`config.mk`:
```
export PLATFORM = sky130hd
export DESIGN_NAME = regfile_32x64
export DESIGN_NICKNAME = d
export VERILOG_FILES = /design/src/rtl/regfile_32x64.sv
export SDC_FILE = /design/constraint.sdc
export NUM_CORES = 2
export LEC_CHECK = 0
export CAP_MARGIN = 10
export CORE_ASPECT_RATIO = 1.25
export CORE_MARGIN = 3
export CORE_UTILIZATION = 63
export CTS_CLUSTER_SIZE = 20
export DETAILED_ROUTE_END_ITERATION = 10
export PLACE_DENSITY = 0.8
export REMOVE_ABC_BUFFERS = 1
export SLEW_MARGIN = 20
export SYNTH_ARGS = -nofsm -noshare
export SYNTH_HDL_FRONTEND = slang
export SYNTH_SLANG_ARGS = --single-unit
```
`constraint.sdc`:
```
create_clock -name clock -period 77.5 [get_ports clock]
set_clock_uncertainty 0.05 [all_clocks]
set_input_delay 11.625 -clock clock [delete_from_list [all_inputs] [get_ports clock]]
set_output_delay 11.625 -clock clock [all_outputs]
set_load 0.05 [all_outputs]
```
`src/rtl/regfile_32x64.sv`:
```
// 32 x N architectural register file: one synchronous write port, two combinational read ports.
// Entry ZERO_REG is hardwired to zero. Define REGFILE_BYPASS_EN for same-cycle write-through reads.
module regfile_32x64 #(
  parameter int unsigned N        = 64,
  parameter int unsigned ZERO_REG = 31
) (
  input  logic         clock,
  input  logic         reset,
  input  logic         wr_en,
  input  logic [4:0]   wr_addr,
  input  logic [N-1:0] wr_data,
  input  logic [4:0]   rd_addr_a,
  output logic [N-1:0] rd_data_a,
  input  logic [4:0]   rd_addr_b,
  output logic [N-1:0] rd_data_b
);

  localparam int unsigned DEPTH    = 32;
  localparam logic [4:0]  ZERO_IDX = 5'(ZERO_REG);

  logic [N-1:0] regs [DEPTH];
  logic         wr_fire;

  assign wr_fire = wr_en && (wr_addr != ZERO_IDX);

  // Storage; the zero entry is never written so it stays at its reset value and is trimmed.
  always_ff @(posedge clock or posedge reset) begin
    if (reset) begin
      for (int i = 0; i < int'(DEPTH); i++) regs[i] <= '0;
    end else if (wr_fire) begin
      regs[wr_addr] <= wr_data;
    end
  end

  // Read port A
  always_comb begin
    rd_data_a = '0;
    if (rd_addr_a != ZERO_IDX) begin
`ifdef REGFILE_BYPASS_EN
      if (!reset && wr_fire && (wr_addr == rd_addr_a)) rd_data_a = wr_data;
      else                                             rd_data_a = regs[rd_addr_a];
`else
      rd_data_a = regs[rd_addr_a];
`endif
    end
  end

  // Read port B
  always_comb begin
    rd_data_b = '0;
    if (rd_addr_b != ZERO_IDX) begin
`ifdef REGFILE_BYPASS_EN
      if (!reset && wr_fire && (wr_addr == rd_addr_b)) rd_data_b = wr_data;
      else                                             rd_data_b = regs[rd_addr_b];
`else
      rd_data_b = regs[rd_addr_b];
`endif
    end
  end

endmodule

```
Figure 1. Nets reached from selected ports.
Scale bar: 100 µm.
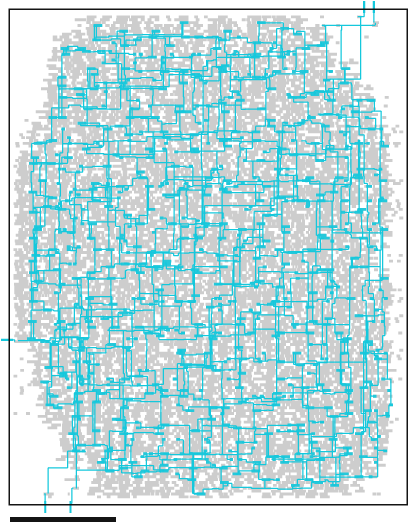
| colour | port | bits | direction | edge | end cells | wire |
|---|---|---|---|---|---|---|
| cyan | rd_addr_b | 5 | input | 2 top, 2 bottom, 1 left | 785 | 23.1 mm |

Figure 2. Signal wires on met2.
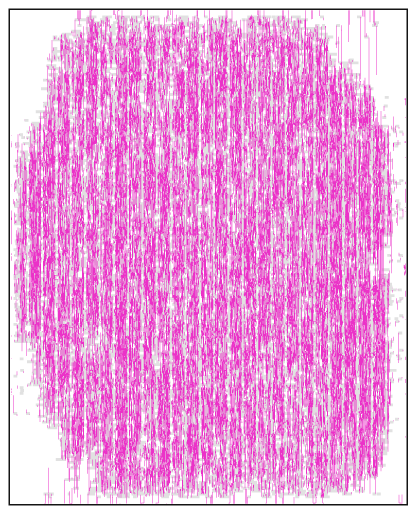
share of all routed wire: 47%
main direction: vertical
nets with wire on the layer: 6489
longest straight run: 103 µm
wire length on this layer: 155 mm

Figure 3. Ports around the boundary.
Scale bar: 100 µm. Pins as bars across the die edge, other pins in grey.
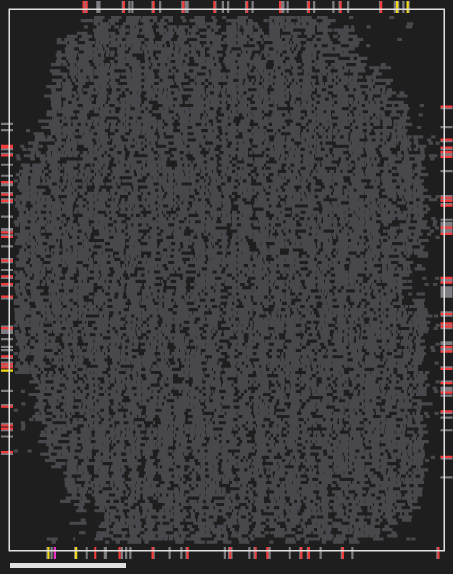
| colour | port | pins | direction | edge |
|---|---|---|---|---|
| red | rd_data_a | 64 | output | 22 right, 20 left, 11 top, 11 bottom |
| magenta | reset | 1 | input | bottom |
| yellow | rd_addr_b | 5 | input | 2 top, 2 bottom, 1 left |

Figure 4. Metal 1.
Supply wires on this layer in grey.
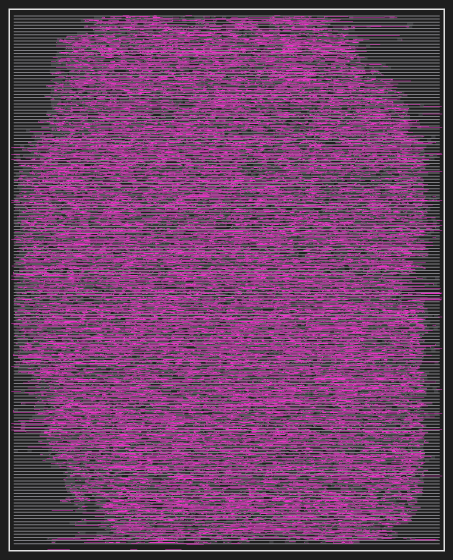
longest straight run: 125 µm
main direction: horizontal
nets with wire on the layer: 6565

Figure 5. Track usage over the die.
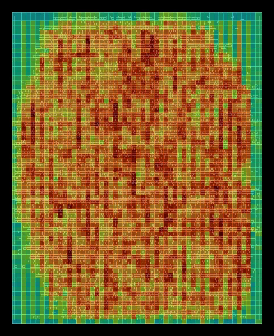
final routed wire length divided by cell count: 35.5 µm
busiest layer in global routing: met2
met3 Usage GRT: 0.100
global routing usage on met2: 0.588
post-route core utilization: 0.695

==> run summary <==
most used flip-flop cell -> dfrtp_1
TritonCTS clock tree -> built
number of I/O pins -> 210
final wirelength -> 328 mm
Synth top area share -> 0.477
# Max-Cap Violations -> 0
leading registers by flop count -> regs x2048
nature of the critical path endpoint -> output pin
horizontal die size -> 375 µm
warning total across the stage logs -> 62
hold slack -> 0.348 ns
count of final setup violators -> 0
total power density per cell area -> 26.5 nW/µm²
depth of the worst register-to-register path -> 1
ys async rst share -> 1.00
H-Tree Level Count -> 4
capturing point of the worst reg2reg path -> regs[1245]$_DFFE_PP0P_
maximum single-stage delay on the critical path -> 0.98 ns
clock latency on the worst-skew pair -> 0.86 ns
Relative slew margins -> 0.186
residual antenna-violating net count after detailed routing -> 0
Die Area -> 175000 µm²
Worst setup SP type -> input pin
max reg flops -> 2048
Synth area leader -> dfrtp_1
Commonest cells post-synth -> dfrtp_1 (2048), mux2_2 (1856), mux4_2 (769)
setup repair after global routing missed its margin -> false
endpoint of the worst hold path -> regs[10]$_DFFE_PP0P_
largest register by flop count -> regs
run status -> finished clean
report_power, final:
part	leakage [nW]	switching [mW]	internal [mW]
clock	3.46	0.432	0.612
combinational	21.1	0.277	0.363
sequential	26.3	0.153	1.27
layout by cell type (no fill, tap or decap), types with 55 or more instances in the layout:
master / count
mux2_2: 1856
a2111oi_0: 55
mux4_2: 769
o221ai_1: 125
a211oi_1: 125
mux2_1: 128
clkdlybuf4s50_1: 198
o22ai_1: 126
buf_4: 132
mux2i_1: 513
nor3_1: 131
a22o_1: 254
clkbuf_16: 208
a2111oi_1: 68
dfrtp_1: 2048
worst max path at each step:
stage	end	slack, ns	cells past startpoint
after floorplan	regs[0]$_DFFE_PP0P_	7.98	1
after global placement	rd_data_b[4]	48.74	9
after detailed placement	rd_data_b[4]	48.80	9
after CTS	rd_data_b[4]	48.80	9
after global routing	rd_data_b[4]	48.52	9
final	rd_data_b[56]	48.60	7
cell families after synthesis:
family	Yosys count	share of synthesized area
flip-flops	2048	0.477
AND-OR/OR-AND	766	0.0589
buffers and inverters	861	0.0365
AND/OR/NAND/NOR	199	0.0100
multiplexers	3266	0.417
cell type report:
class	count	area [µm²]
fillers	11000	51400
flip-flops and latches	2048	51200
multi-input cells	4231	52500
diodes	12	30.0
inverters	1	11.3
repair buffers	365	3570
well taps	2210	2770
clock inverters	61	903
clock buffers	307	6120
metal layers:
metal	GRT usage	up-vias	share of wire
li1	-	27400	-
met1	0.491	37900	0.37
met2	0.588	4307	0.47
met3	0.100	1046	0.11
met4	0.174	18	0.050
met5	0	-	0.00038
through the flow:
step | instances | instance area [µm²]
finish | 9235 | 117000
global route | 9226 | 117000
CTS | 9220 | 117000
detailed placement | 8852 | 110000
global placement | 8851 | 110000
floorplan | 6280 | 103000
Power figures rest on the tool's default switching activity, not on a simulated workload.
